Run 1, cell sizes after repair:
(4 px per µm)
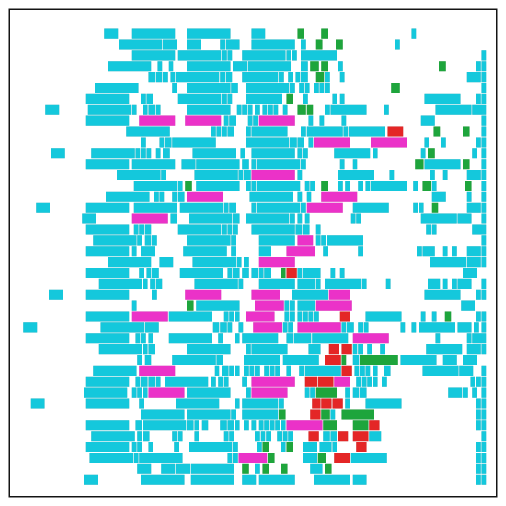
Run 1, routing congestion:
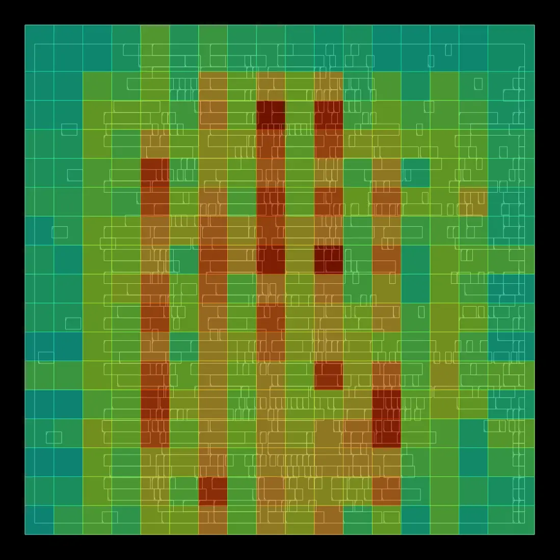
Run 1, M3 wires:
(2 px per µm)
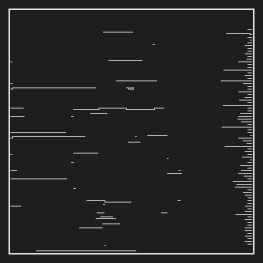
`src/rtl/ahb_uart_cmd_master.sv`:
```
// ahb_uart_cmd_master: FIFO-buffered byte-command AHB-Lite master for the AHB->APB UART subsystem.
// Optional completion counters (xfer_cnt/err_cnt) are built when AHB_UART_CMD_STATS_EN is defined.
module ahb_uart_cmd_master #(
  parameter int unsigned DEPTH     = 4,
  parameter logic [31:0] BASE_ADDR = 32'h0000_0000
) (
  input  logic        HCLK,
  input  logic        HRESETn,
  input  logic        cmd_valid,
  output logic        cmd_ready,
  input  logic        cmd_write,
  input  logic [11:0] cmd_addr,
  input  logic [7:0]  cmd_wdata,
  output logic        rsp_valid,
  output logic [7:0]  rsp_rdata,
  output logic        rsp_err,
  output logic        busy,
  output logic        HSELABPif,
  output logic [1:0]  HTRANS,
  output logic        HWRITE,
  output logic [2:0]  HSIZES,
  output logic [2:0]  HBURST,
  output logic [31:0] HADDR,
  output logic [31:0] HWDATA,
  input  logic        HREADYout,
  input  logic [1:0]  HRESP,
  input  logic [31:0] HRDATA
`ifdef AHB_UART_CMD_STATS_EN
  ,
  output logic [15:0] xfer_cnt,
  output logic [15:0] err_cnt
`endif
);

  localparam int unsigned AW = $clog2(DEPTH);
  localparam logic [AW:0] FULL_CNT = (AW+1)'(DEPTH);

  localparam logic [1:0] ST_IDLE = 2'd0;
  localparam logic [1:0] ST_ADDR = 2'd1;
  localparam logic [1:0] ST_DATA = 2'd2;
  localparam logic [1:0] ST_ERR  = 2'd3;

  localparam logic [1:0] RESP_ERROR = 2'b01;

  typedef struct packed {
    logic        write;
    logic [11:0] addr;
    logic [7:0]  wdata;
  } cmd_t;

  cmd_t          mem_q [DEPTH];
  cmd_t          hold_q, hold_d;
  logic [1:0]    state_q, state_d;
  logic [AW-1:0] wr_ptr_q, wr_ptr_d, rd_ptr_q, rd_ptr_d;
  logic [AW:0]   count_q, count_d;
  logic          rsp_valid_q, rsp_valid_d;
  logic          rsp_err_q, rsp_err_d;
  logic [7:0]    rsp_rdata_q, rsp_rdata_d;
  logic          push, pop, complete, cpl_err;
  logic          unused_hrdata;

  assign unused_hrdata = ^HRDATA[31:8];
  assign cmd_ready     = (count_q != FULL_CNT);
  assign push          = cmd_valid && cmd_ready;

  always_comb begin
    state_d     = state_q;
    hold_d      = hold_q;
    wr_ptr_d    = wr_ptr_q;
    rd_ptr_d    = rd_ptr_q;
    count_d     = count_q;
    pop         = 1'b0;
    complete    = 1'b0;
    cpl_err     = 1'b0;
    case (state_q)
      ST_IDLE: begin
        if (count_q != '0) begin
          pop     = 1'b1;
          hold_d  = mem_q[rd_ptr_q];
          state_d = ST_ADDR;
        end
      end
      ST_ADDR: if (HREADYout) state_d = ST_DATA;
      ST_DATA: begin
        if (HREADYout) begin
          complete = 1'b1;
          cpl_err  = (HRESP == RESP_ERROR);
          state_d  = ST_IDLE;
        end else if (HRESP == RESP_ERROR) begin
          state_d = ST_ERR;
        end
      end
      ST_ERR: begin
        if (HREADYout) begin
          complete = 1'b1;
          cpl_err  = 1'b1;
          state_d  = ST_IDLE;
        end
      end
      default: state_d = ST_IDLE;
    endcase

    if (push) wr_ptr_d = wr_ptr_q + 1'b1;
    if (pop)  rd_ptr_d = rd_ptr_q + 1'b1;
    case ({push, pop})
      2'b10:   count_d = count_q + 1'b1;
      2'b01:   count_d = count_q - 1'b1;
      default: count_d = count_q;
    endcase

    // Response fields are zero outside the single strobe cycle.
    rsp_valid_d = complete;
    rsp_err_d   = cpl_err;
    rsp_rdata_d = (complete && !hold_q.write) ? HRDATA[7:0] : 8'h00;
  end

  always_ff @(posedge HCLK) begin
    if (push) mem_q[wr_ptr_q] <= '{write: cmd_write, addr: cmd_addr, wdata: cmd_wdata};
  end

  always_ff @(posedge HCLK or negedge HRESETn) begin
    if (!HRESETn) begin
      state_q     <= ST_IDLE;
      hold_q      <= '0;
      wr_ptr_q    <= '0;
      rd_ptr_q    <= '0;
      count_q     <= '0;
      rsp_valid_q <= 1'b0;
      rsp_err_q   <= 1'b0;
      rsp_rdata_q <= 8'h00;
    end else begin
      state_q     <= state_d;
      hold_q      <= hold_d;
      wr_ptr_q    <= wr_ptr_d;
      rd_ptr_q    <= rd_ptr_d;
      count_q     <= count_d;
      rsp_valid_q <= rsp_valid_d;
      rsp_err_q   <= rsp_err_d;
      rsp_rdata_q <= rsp_rdata_d;
    end
  end

  // Bus outputs decode straight from state, so reset forces them idle without a clock.
  assign HSELABPif = (state_q == ST_ADDR);
  assign HTRANS    = (state_q == ST_ADDR) ? 2'b10 : 2'b00;
  assign HWRITE    = (state_q == ST_ADDR) && hold_q.write;
  assign HADDR     = (state_q == ST_ADDR) ? (BASE_ADDR | {20'h0, hold_q.addr}) : 32'h0;
  assign HWDATA    = (state_q == ST_DATA || state_q == ST_ERR) ? {24'h0, hold_q.wdata} : 32'h0;
  assign HSIZES    = 3'b000;
  assign HBURST    = 3'b000;
  assign rsp_valid = rsp_valid_q;
  assign rsp_err   = rsp_err_q;
  assign rsp_rdata = rsp_rdata_q;
  assign busy      = (count_q != '0) || (state_q != ST_IDLE);

`ifdef AHB_UART_CMD_STATS_EN
  logic [15:0] xfer_cnt_q, xfer_cnt_d, err_cnt_q, err_cnt_d;

  always_comb begin
    xfer_cnt_d = xfer_cnt_q;
    err_cnt_d  = err_cnt_q;
    if (complete && xfer_cnt_q != 16'hFFFF) xfer_cnt_d = xfer_cnt_q + 16'd1;
    if (complete && cpl_err && err_cnt_q != 16'hFFFF) err_cnt_d = err_cnt_q + 16'd1;
  end

  always_ff @(posedge HCLK or negedge HRESETn) begin
    if (!HRESETn) begin
      xfer_cnt_q <= 16'h0;
      err_cnt_q  <= 16'h0;
    end else begin
      xfer_cnt_q <= xfer_cnt_d;
      err_cnt_q  <= err_cnt_d;
    end
  end

  assign xfer_cnt = xfer_cnt_q;
  assign err_cnt  = err_cnt_q;
`endif

endmodule

```
`config.mk`:
```
export PLATFORM = sky130hd
export DESIGN_NAME = ahb_uart_cmd_master
export DESIGN_NICKNAME = d
export VERILOG_FILES = /design/src/rtl/ahb_uart_cmd_master.sv
export SDC_FILE = /design/constraint.sdc
export NUM_CORES = 1
export LEC_CHECK = 0
export ABC_AREA = 1
export CORE_MARGIN = 2
export CORE_UTILIZATION = 40
export DETAILED_ROUTE_END_ITERATION = 6
export PLACE_DENSITY = 0.66
export SYNTH_ARGS = -nofsm -noshare
export SYNTH_HDL_FRONTEND = slang
export SYNTH_SLANG_ARGS = --single-unit
```
`constraint.sdc`:
```
create_clock -name HCLK -period 1.9 [get_ports HCLK]
set_clock_uncertainty 0.05 [all_clocks]
set_input_delay 0.38 -clock HCLK [delete_from_list [all_inputs] [get_ports HCLK]]
set_output_delay 0.38 -clock HCLK [all_outputs]
set_load 0.01 [all_outputs]
```
==> run notes, run 1 <==
The maximum fanout encountered on the critical timing path came out at 4. The timing report gives the biggest stage delay along the critical path as 420 ps. Among cell families on the critical path, the largest total delay comes from adder cells.

In this run the count of I/O pins placed on the die edge is 145. The final timing report lists a hold violation count of 0. The tools report the net count of the finished layout as 683.

Worst min-delay path class: input pin to asynchronous set/reset pin. The number of port buffers was 69. Entering global routing, the biggest net connects 45 pins.

The main area contributors are sky130_fd_sc_hd__edfxtp_1, sky130_fd_sc_hd__dfrtp_1, sky130_fd_sc_hd__nand2_1. Type of the worst setup path: register to register. For the number of warnings reported in the yosys synthesis log, the log shows 0. The post-synthesis share of cell area spent on full adders, half adders and majority gates was 0.0150.

The tools report the number of antenna violations at the first check in global routing as 0. The run finished with clean final reports. The root buffer selected by CTS is sky130_fd_sc_hd__clkbuf_16. The upper clock frequency limit is 542 MHz. With the post-synthesis share of cell area spent on and-or and or-and gates at 0.0426, the standard-cell row count is 42. The run gives 2140 ps for the required time of the critical path.

The tools report the type of element launching the critical path as a register. The synthesis run identifies the leading combinational cell family as simple AND/OR/NAND/NOR gates. The run gives 0.697 for the placer's final routability congestion estimate. The run gives 5520 µm² as the summed standard-cell area reported by yosys. Per the post-run analysis, buffers plus inverters along the critical path come to 2. The script logs the ratio of routed vias to standard cells as 4.42. The run gives 10400 µm as the total wire length. The violation count after the first detailed-route iteration was 157.

Per the cell usage report, the commonest logic cells after layout are sky130_fd_sc_hd__nand2_1, sky130_fd_sc_hd__edfxtp_1, sky130_fd_sc_hd__conb_1. TritonCTS built the clock tree. Synthesis handed over a netlist of 529 instances.

The data arrival time of the worst path was 2080 ps; the summed instance area of the synthesized netlist was 5520 µm². With the share of the clock period used by the worst path after layout at 0.972, the number of nets with antenna violations after detailed routing is 0. The run gives 16400 µm as the global-route wire length before repair. The flip-flop count of the largest register after layout was 84; the tool warning count was 56. The longest clock path from root to sink contains 2 buffers.

Later-pin clock latency in the skew report: 400 ps.
## Picture notes: 'cell sizes after repair'
color	size	cells	most used
magenta	_6 and larger	30	clkbuf_16
green	_2 cells	41	buf_2
cyan	_0 and _1 cells	538	nand2_1
red	_3 and _4 cells	19	buf_4
post-synthesis to final-layout area growth: 23.6%
Design Area, Final: 6830 µm²
Buffers excl. clock: 91
final worst setup slack: 54.0 ps

## Picture notes: 'routing congestion'
WL/cell: 12.9 µm
GRT Resource Usage Total: 0.150

## Picture notes: 'M3 wires'
wire length on this layer	764 µm
share of all routed wire	7.3%
routing usage on met3: 0.0555
via count: 3552

[run 1: timing repair]
action,in CTS,in global routing
setup endpoints to repair,25,22
pin swaps,0,1
gates cloned,0,1
buffers inserted,2,1
resized,66,36
endpoints found under the hold margin,40,0
hold buffers,1,0
[run 1: stage by stage]
stage	std cells	TNS, ps	hold WS (ps)	total power, mW	setup slack [ps]
after floorplan	579	-16720	34.4	6.64	-198
after global placement	770	-220	315	7.69	-150
after detailed placement	770	-282	326	7.79	-166
after CTS	802	-10.2	429	10.9	-10.2
after global routing	804	-185	444	11.6	-37.2
final	804	0	422	10.9	54.0
[run 1: power breakdown]
| part | internal (mW) | switching, mW |
|---|---|---|
| Clock | 2.02 | 1.04 |
| Combinational | 1.45 | 2.38 |
| Sequential | 3.66 | 0.308 |
| Total | 7.13 | 3.73 |
[run 1: worst paths after layout]
path	cells after the start	start	endpoint
worst max-delay path	7	state_q[1]	count_q[1]
worst min-delay path	3	HRESETn	hold_q[2]
worst max register to register	7	state_q[1]	count_q[1]
worst min register to register	2	hold_q[6]	hold_q[6]
max in group asynchronous	3	HRESETn	state_q[0]
min in group HCLK	2	hold_q[6]	hold_q[6]
[run 1: synthesized netlist by cell type]
master                     instances
sky130_fd_sc_hd__a21oi_1           3
sky130_fd_sc_hd__buf_2             6
sky130_fd_sc_hd__buf_4            55
sky130_fd_sc_hd__buf_6             7
sky130_fd_sc_hd__buf_8             2
sky130_fd_sc_hd__clkbuf_4          1
sky130_fd_sc_hd__conb_1            1
sky130_fd_sc_hd__dfrtp_1          40
sky130_fd_sc_hd__edfxtp_1         84
sky130_fd_sc_hd__fa_1              1
sky130_fd_sc_hd__ha_1              5
sky130_fd_sc_hd__inv_1            42
sky130_fd_sc_hd__inv_2             1
sky130_fd_sc_hd__inv_4             1
sky130_fd_sc_hd__inv_8             1
sky130_fd_sc_hd__mux2_2            1
sky130_fd_sc_hd__nand2_1         170
sky130_fd_sc_hd__nand2_2           2
sky130_fd_sc_hd__nand2_4           1
sky130_fd_sc_hd__nand3_1           6
sky130_fd_sc_hd__nor2_1           49
sky130_fd_sc_hd__nor2_2            1
sky130_fd_sc_hd__nor2_4            1
sky130_fd_sc_hd__o21ai_0          23
sky130_fd_sc_hd__o21ai_1          21
sky130_fd_sc_hd__xnor2_1           1
sky130_fd_sc_hd__xor2_1            3
[run 1: per-layer routing]
| layer | vias up | track usage | routed length (µm) |
|---|---|---|---|
| met5 | - | 0 | 0 |
| met4 | 0 | 0.0740 | 202 |
| met3 | 19 | 0.0555 | 764 |
| met2 | 136 | 0.251 | 5230 |
| met1 | 1637 | 0.169 | 4210 |
| li1 | 1760 | - | - |
[run 1: cell type report]
type	instances	area (µm²)	area share
clock buffer	19	433	0.0634
timing repair buffer	91	848	0.124
tap	176	220	0.0323
sequential	124	3520	0.516
multi-input combinational	339	1490	0.219
clock inverter	10	126	0.0185
inverter	45	179	0.0262
[run 1: worst reg2reg max path: cells and delay by family, from the launching register on]
family | cells | cell delay (ps)
multiplexers | 1 | 270
adder cells (fa/ha/maj) | 2 | 600
AND/OR/NAND/NOR | 2 | 190
buffers and inverters | 2 | 210
flip-flops | 1 | 410
==> run 2, diff against run 1 <==
--- a/config.mk
+++ b/config.mk
@@ -9,7 +9,7 @@
 export CORE_MARGIN = 2
 export CORE_UTILIZATION = 40
 export DETAILED_ROUTE_END_ITERATION = 6
-export PLACE_DENSITY = 0.66
+export PLACE_DENSITY = 0.8
 export SYNTH_ARGS = -nofsm -noshare
 export SYNTH_HDL_FRONTEND = slang
 export SYNTH_SLANG_ARGS = --single-unit
==> constraint.sdc (replaced) <==
create_clock -name HCLK -period 1.9 [get_ports HCLK]
set_clock_uncertainty 0.05 [all_clocks]
set_input_delay 0.57 -clock HCLK [delete_from_list [all_inputs] [get_ports HCLK]]
set_output_delay 0.57 -clock HCLK [all_outputs]
set_load 0.01 [all_outputs]
Run 2, cell sizes after repair:
(4 px per µm)
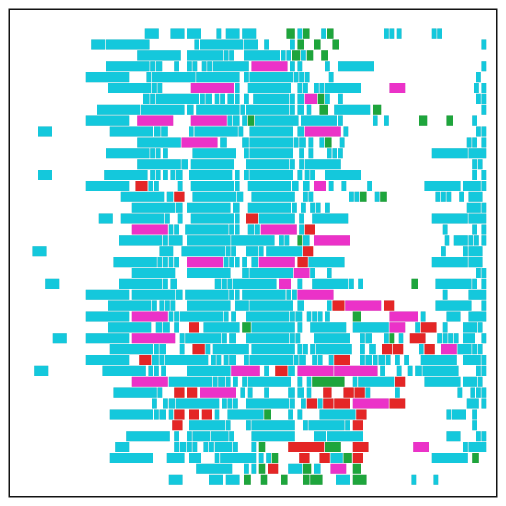
color	size	cells	most used
red	_3 and _4 cells	40	buf_4
magenta	_6 and larger	31	clkbuf_16
green	_2 cells	39	buf_2
cyan	_0 and _1 cells	526	nand2_1
Design Area, Final: 6890 µm²
Buffers excl. clock: 96

==> run 2 against run 1 <==
  * The run now ends with negative setup slack left
  * Via count grew 3.2%
  * First-iteration DRC count is 50% higher
  * Global-route usage is 0.75 points higher
  * Core utilization grew 0.50 points
  * Cell count increased by 1.1%
  * Routed wire length increased by 5.7%
  * Die area stayed put
  * Synthesized cell count stayed put
  * Cell area up 0.97%
  * Critical path type is now register to primary output
  * Largest cell class unchanged
  * Highest routed layer unchanged
==> run notes, run 2 <==
The run finished, with violations left. The final reports fail on negative setup slack. The overflow left after global routing is 0 (unchanged). Startpoint of the worst-slack reg-to-reg timing path: state_q[0] (was state_q[1]). The depth of the most critical reg-to-reg path works out to 8 (was 7). The global-route wire length before repair came out at 17300 µm (was 16400 µm).

The type of the worst setup path is register to primary output (was register to register). The post-CTS clock slew at the launch and capture registers of the worst setup and hold paths was 60 ps (was 50 ps); the maximum number of pins on one net before global-route repair was 45 (unchanged). The post-synthesis async set-or-reset flop share came out at 0.323 (unchanged). Library cell occupying the most area in the post-synthesis netlist: sky130_fd_sc_hd__edfxtp_1 (unchanged).

The number of detailed-routing iterations run before antenna repair was 5 (was 4); the overall via count from detail_route was 3666 (was 3552). The number of antenna violations at the first check in global routing was 1 (was 0); the actual transition at the worst max-transition pin was 548 ps. The share of the clock period used by the worst path after layout is 1.03 (was 0.972), and the number of nets with antenna violations after detailed routing is 0 (unchanged). The run gives 6250 µm² (was 6260 µm²) as the placed standard-cell area. The data arrival time of the worst path came out at 1340 ps (was 2080 ps). For the number of violations of the max-capacitance limit, the log shows 0 (unchanged).

Worst slew margin relative to its limit: 0.635. The largest voltage drop on the vdd net is 0.961 mV (was 0.814 mV), and the remaining routing DRC violations is 0 (unchanged). The endpoint of the worst-slack reg-to-reg timing path was count_q[1] (unchanged).

The root buffer selected by CTS was sky130_fd_sc_hd__clkbuf_16 (unchanged). The logs give 235 (was 157) for the violation count after the first detailed-route iteration and 5520 µm² (unchanged) for the summed instance area of the synthesized netlist. The maximum fanout encountered on the critical timing path was 5 (was 4); the upper clock frequency limit was 511 MHz (was 542 MHz). Power per standard cell area: 1620 nW/µm² (was 1590 nW/µm²). Synthesized area per cell: 10.4 µm² (unchanged). The die span in y was 122 µm (unchanged). Final-layout fill cell count: 1131 (was 1155). The run gives 0 (unchanged) as the number of hold violations in the final report. The largest register by flop count was mem_q (unchanged). Setup repair after global routing could not meet its margin everywhere.

The tools report the endpoint kind of the worst setup timing path as a primary output (was a register). The run gives 0.157 (was 0.150) as the total routing resource utilization after global routing. The number of port buffers is 69 (unchanged), and the net count of the finished layout is 688 (was 683). The count of hold buffers inserted by post-cts repair came out at 0 (was 1).

The worst min-delay path class was input pin to asynchronous set/reset pin (unchanged). The area overhead of the layout relative to synthesis was 24.8% (was 23.6%); the top-area cell type share of the netlist area was 0.457 (unchanged). The tools report the later-pin clock latency in the skew report as 420 ps (was 400 ps). The run gives 122 µm (unchanged) for the width of the chip. The worst setup timing slack at the placement stage was -368 ps (was -166 ps); the total power after layout was 11.1 mW (was 10.9 mW). The footprint of the flip-flops and latches came out at 3520 µm² (about the same).

The run gives 124 (unchanged) as the number of clock sinks. The per-cell via count in the routed design was 4.51 (was 4.42). Worst hold slack: 170 ps (was 422 ps).

For the number of warnings reported in the yosys synthesis log, the log shows 0 (unchanged). The run gives 17 (was 0) for the final setup violation count. Count of library flops with an enable pin: 84 (unchanged). The tools report the type of element launching the critical path as a register (unchanged). The logic area is 1520 µm² (was 1490 µm²), and the final worst-path setup slack is -56.8 ps (was 54.0 ps).

TritonCTS built the clock tree. The per-cell routed wire length works out to 13.5 µm (was 12.9 µm). The cell with the most instances after synthesis is sky130_fd_sc_hd__nand2_1 (unchanged). The logs give 11000 µm (was 10400 µm) for the total wire length and 14800 µm² (unchanged) for the die outline area. The run gives 145 (unchanged) for the number of primary I/O pins.

Commonest cells in the netlist: sky130_fd_sc_hd__nand2_1, sky130_fd_sc_hd__edfxtp_1, sky130_fd_sc_hd__buf_4, sky130_fd_sc_hd__nor2_1, sky130_fd_sc_hd__inv_1 (unchanged). The tools report the area of the core as 13300 µm² (unchanged). HPWL reported at the end of detailed placement: 7010 µm (was 6410 µm).

Leading cell types in the layout, fill and taps excluded: sky130_fd_sc_hd__nand2_1, sky130_fd_sc_hd__edfxtp_1, sky130_fd_sc_hd__conb_1 (unchanged). The tool warning count was 56 (unchanged); the required time of the critical path was 1280 ps (was 2140 ps). The placer's final routability congestion estimate was 0.794 (was 0.697).

The dominant register cell is sky130_fd_sc_hd__edfxtp_1 (unchanged). The maximum count of clock buffers along a single path is 2 (unchanged). The number of cells produced by synthesis came out at 529 (unchanged). With the portion of the post-synthesis area used by sequential elements at 0.638 (unchanged), the flip-flop count of the largest register after layout is 84 (unchanged).

The run gives 0.516 (was 0.511) as the post-route core utilization. The run gives 42 (unchanged) as the standard-cell row count. Main area contributors: sky130_fd_sc_hd__edfxtp_1, sky130_fd_sc_hd__dfrtp_1, sky130_fd_sc_hd__nand2_1 (unchanged).

With the initial standard-cell utilization of the core at 0.414 (unchanged), the summed standard-cell area reported by yosys is 5520 µm² (unchanged).
run 2: netlist changes by cell type in the layout (fill, tap and decap cells not counted), moves of 3 or more:
cell                              before  now
sky130_fd_sc_hd__buf_4                12   24
sky130_fd_sc_hd__clkdlybuf4s50_1      43   34
sky130_fd_sc_hd__dlymetal6s2s_1        0    7
sky130_fd_sc_hd__buf_2                16   21
sky130_fd_sc_hd__clkbuf_2              6    1
sky130_fd_sc_hd__clkinv_4              1    6
sky130_fd_sc_hd__buf_12                6    2
sky130_fd_sc_hd__buf_6                 1    5
sky130_fd_sc_hd__clkinv_2              4    1
sky130_fd_sc_hd__inv_6                 0    3
sky130_fd_sc_hd__nand2_1             169  166
sky130_fd_sc_hd__nand2_2               2    5
run 2: cells by family (layout without fill, tap and decap cells):
logic type                 Yosys count  after routing  synth area share
adders and majority gates            6              6            0.0150
and+or+nand+nor                    230            230             0.162
AOI/OAI and AO/OA                   47             47            0.0426
xor gates and xnor gates             4              4           0.00634
DFF                                124            124             0.638
other                                1             52          0.000679
muxes                                1              1           0.00204
buffers and inverters              116            173             0.134
run 2: worst max path at each step:
stage / start / depth (start not counted) / slack, ps / to
after floorplan: count_q[0] / 4 / -200 / mem_q[0][0]
after global placement: cmd_valid / 7 / -340 / count_q[2]
after detailed placement: cmd_valid / 7 / -370 / count_q[2]
after CTS: state_q[1] / 5 / -70 / HADDR[11]
after global routing: state_q[1] / 5 / -120 / HADDR[0]
final: state_q[0] / 4 / -60 / busy
run 2: stage by stage:
step	setup TNS, ps	instances
after CTS	-838	811
after detailed placement	-10030	776
after global placement	-8660	776
after global routing	-1660	812
after floorplan	-16720	579
final	-504	813
run 2: what timing repair did:
| action | in CTS | in global routing |
|---|---|---|
| gates cloned | 0 | 0 |
| endpoints found under the setup margin | 29 | 30 |
| gates resized | 110 | 24 |
| pin swaps | 1 | 2 |
| hold endpoints to repair | 0 | 0 |
| buffers inserted | 3 | 1 |
run 2: metal layers:
metal  GRT usage  routed length [µm]
met2       0.276                5740
met3      0.0545                 880
met4      0.0855                 193
met5           0                   0
met1       0.166                4200
run 2: worst max-delay path, stage by stage (launching register included):
cell and delay (ps):
sky130_fd_sc_hd__dfrtp_1 410, sky130_fd_sc_hd__buf_4 170, sky130_fd_sc_hd__nor2_4 100, sky130_fd_sc_hd__nand3_2 110, sky130_fd_sc_hd__buf_6 140
run 2: final cells by class:
class | count | share of cell area
Timing Repair Buffer | 96 | 0.121
Clock buffer | 17 | 0.0617
Clock inverter | 15 | 0.0274
Tap cell | 176 | 0.0320
Multi-Input combinational cell | 339 | 0.221
Sequential cell | 124 | 0.511
Inverter | 45 | 0.0260
Antenna cell | 1 | 0.000363
run 2: report_power, final:
group | leakage, nW | switching [mW] | internal, mW
Clock | 0.294 | 1.20 | 2.08
Sequential | 1.27 | 0.293 | 3.65
Combinational | 1.68 | 2.46 | 1.46
Total | 3.25 | 3.95 | 7.19
==> run 3, diff against run 2 <==
--- a/config.mk
+++ b/config.mk
@@ -6,10 +6,10 @@
 export NUM_CORES = 1
 export LEC_CHECK = 0
 export ABC_AREA = 1
-export CORE_MARGIN = 2
-export CORE_UTILIZATION = 40
+export CORE_MARGIN = 10
+export CORE_UTILIZATION = 44
 export DETAILED_ROUTE_END_ITERATION = 6
-export PLACE_DENSITY = 0.8
+export PLACE_DENSITY = 0.86
 export SYNTH_ARGS = -nofsm -noshare
 export SYNTH_HDL_FRONTEND = slang
 export SYNTH_SLANG_ARGS = --single-unit
Run 3, M3 wires:
(2 px per µm)
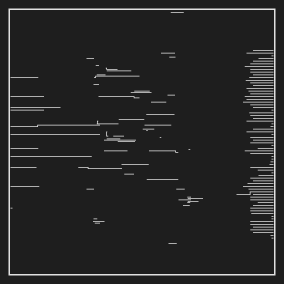
main direction	horizontal
share of all routed wire	10%
total wirelength of the detailed-routed design: 12200 µm
routing usage on met3: 0.0572
via count: 3686

==> run 3 against run 2 <==
  * The flow still finishes with violations (negative setup slack)
  * First-iteration DRC count grew 27%
  * Sequential share of layout area shrank 1.2 points
  * Register-to-register slack is essentially flat
  * Cell area grew 2.5%
  * Hold slack lost 99 ps
  * Routed wire length grew 11%
  * Maximum frequency shrank 2.9%
  * Die area grew 18%
  * Critical endpoint is now HADDR[0]
  * Largest power group is now combinational logic
==> run notes, run 3 <==
The flip-flop count of the largest register after layout is 84 (unchanged). The run gives 124 (unchanged) as the number of clock sinks. The share of the clock period used by the worst path after layout is 1.06 (was 1.03), and the cell-internal power is 7.44 mW (was 7.19 mW).

The run gives 1280 ps (about the same) for the required time of the critical path. The flow ran to the end, but the final reports show violations. The uppermost metal layer occupied by signal nets is met4 (unchanged). The logs give 1220 µm (was 880 µm) for the length of routed met3 wiring and 0 (unchanged) for the count of hold buffers inserted by post-cts repair.

Worst min-delay path class: input pin to asynchronous set/reset pin (unchanged). The tools report the length of routed wiring on met1 as 4690 µm (was 4200 µm). The root buffer selected by CTS is sky130_fd_sc_hd__clkbuf_16 (unchanged).

The run gives 7930 µm (was 7010 µm) as the HPWL reported at the end of detailed placement. Final setup violation count: 16 (was 17). The tools report the number of violations of the max-capacitance limit as 0 (unchanged).

With the antenna diode count at 0 (was 1), the total routing resource utilization after global routing is 0.140 (was 0.157). The run gives -115 ps (was -56.8 ps) as the final worst-path setup slack. Non-filler instance count after layout: 803 (was 813).

With the die outline area at 17400 µm² (was 14800 µm²), the relative contribution of combinational cells to total power is 0.376 (was 0.352). For the portion of the post-synthesis area used by sequential elements, the log shows 0.638 (unchanged). The upper clock frequency limit was 496 MHz (was 511 MHz); the top-area cell type share of the netlist area was 0.457 (unchanged). Post-CTS clock slew at the launch and capture registers of the worst setup and hold paths: 60 ps (about the same). TritonCTS built the clock tree. The tools report the endpoint kind of the worst setup timing path as a primary output (unchanged). The largest voltage drop on the vdd net was 0.712 mV (was 0.961 mV); the area overhead of the layout relative to synthesis was 27.9% (was 24.8%). The largest register by flop count was mem_q (unchanged).

The number of port buffers is 69 (unchanged), and the data arrival time of the worst path is 1400 ps (was 1340 ps). The fraction of power consumed by the clock network came out at 0.283 (was 0.294). Leading cell types in the layout, fill and taps excluded: sky130_fd_sc_hd__nand2_1, sky130_fd_sc_hd__edfxtp_1, sky130_fd_sc_hd__conb_1 (unchanged). Violated checks: negative setup slack (unchanged). The run gives 15.2 µm (was 13.5 µm) for the per-cell routed wire length. The number of cells produced by synthesis was 529 (unchanged). The run gives 11.6 mW (was 11.1 mW) for the total power after layout.

The tools report the maximum number of pins on one net before global-route repair as 45 (unchanged). Main area contributors: sky130_fd_sc_hd__edfxtp_1, sky130_fd_sc_hd__dfrtp_1, sky130_fd_sc_hd__nand2_1 (unchanged).
==> run 3: cell counts after synthesis <==
Identical to the previous run, type by type.
==> run 3: kinds of logic after synthesis <==
| family | share of synthesized area |
|---|---|
| buf+inv | 0.134 |
| mux | 0.00204 |
| xor+xnor | 0.00634 |
| other cells | 0.000679 |
| flops | 0.638 |
| simple gates | 0.162 |
| compound gates | 0.0426 |
| fa+ha+maj | 0.0150 |
==> run 3: metal layers <==
layer	track usage	vias up
li1	-	1776
met1	0.146	1724
met2	0.240	167
met3	0.0572	19
met4	0.0680	0
met5	0	-
==> run 3: timing repair <==
action                     CTS  global route
hold endpoints to repair     0             0
setup endpoints to repair   32            29
pin swaps                    1             2
gates cloned                 1             0
gates resized              146            25
buffers inserted             3             1
==> run 3: how the worst max path moves through the flow <==
stage | from | end | slack (ps) | depth (start not counted)
global placement | cmd_valid | count_q[2] | -350 | 7
floorplan | count_q[0] | mem_q[0][0] | -200 | 4
CTS | state_q[1] | HADDR[0] | -90 | 5
detailed placement | cmd_valid | count_q[2] | -400 | 7
finish | state_q[1] | HADDR[0] | -120 | 5
global route | state_q[1] | HADDR[5] | -170 | 5
==> run 3: per-stage QoR <==
| step | hold WS [ps] | setup slack [ps] | instance area [µm²] |
|---|---|---|---|
| 6_report | 70.7 | -115 | 7060 |
| 2_1_floorplan | 224 | -198 | 5710 |
| 5_1_grt | 97.0 | -170 | 7060 |
| 3_5_place_dp | 416 | -399 | 6270 |
| 3_3_place_gp | 414 | -347 | 6270 |
| 4_1_cts | 77.5 | -93.9 | 6960 |
==> run 3: power groups by stage <==
stage / sequential (mW) / combinational [mW] / clock (mW)
floorplan: 3.95 / 2.68 / 0
CTS: 3.95 / 4.17 / 3.34
detailed placement: 3.98 / 3.88 / 0
global placement: 3.94 / 3.72 / 0
global route: 4.02 / 4.85 / 3.49
finish: 3.96 / 4.37 / 3.29
==> run 3: critical path, delay by kind of cell (launching register included) <==
kind                   cells  cell delay (ps)
flip-flops                 1              410
buffers and inverters      3              380
AND/OR/NAND/NOR            2              190
==> run 3: final cells by class <==
class / count / area (µm²)
clock buffer: 17 / 425
clock inverter: 15 / 189
fill: 911 / 5100
inverter: 45 / 179
multi-input combinational: 339 / 1580
sequential: 124 / 3520
tap: 168 / 210
timing repair buffer: 95 / 958

==> layout pictures side by side <==
Selected gate families.
(4 px per µm)
image #1
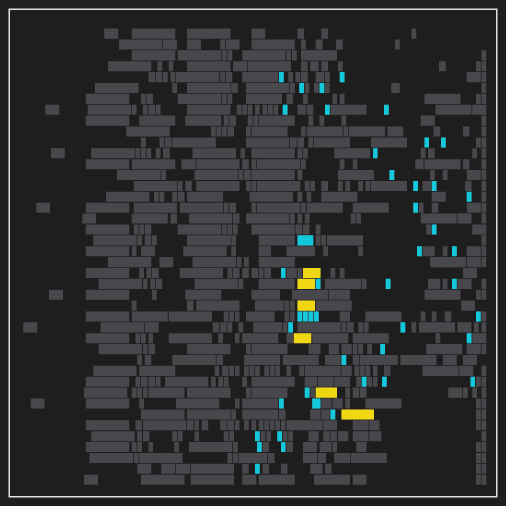
image #2
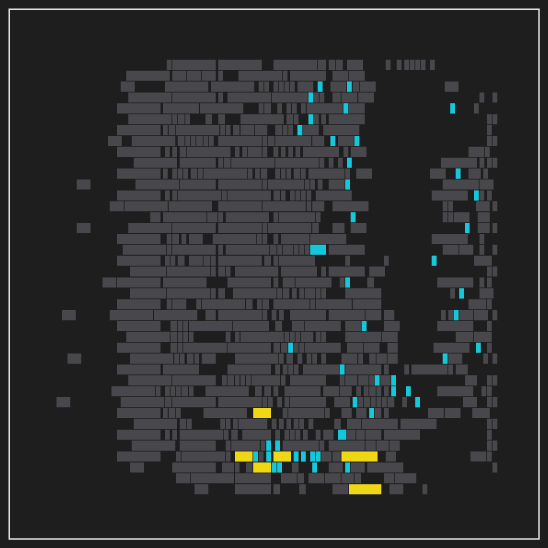
image #3
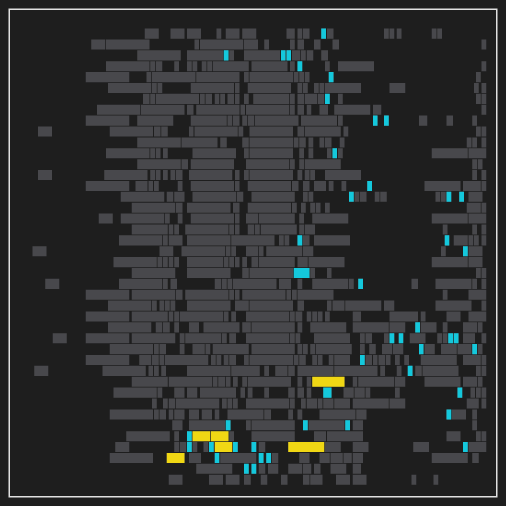
Run 2 is image #3.
Run 1 is image #1.
Run 3 is image #2.
The one with the largest die is image #2.

Power is estimated from default activity; no workload was simulated.
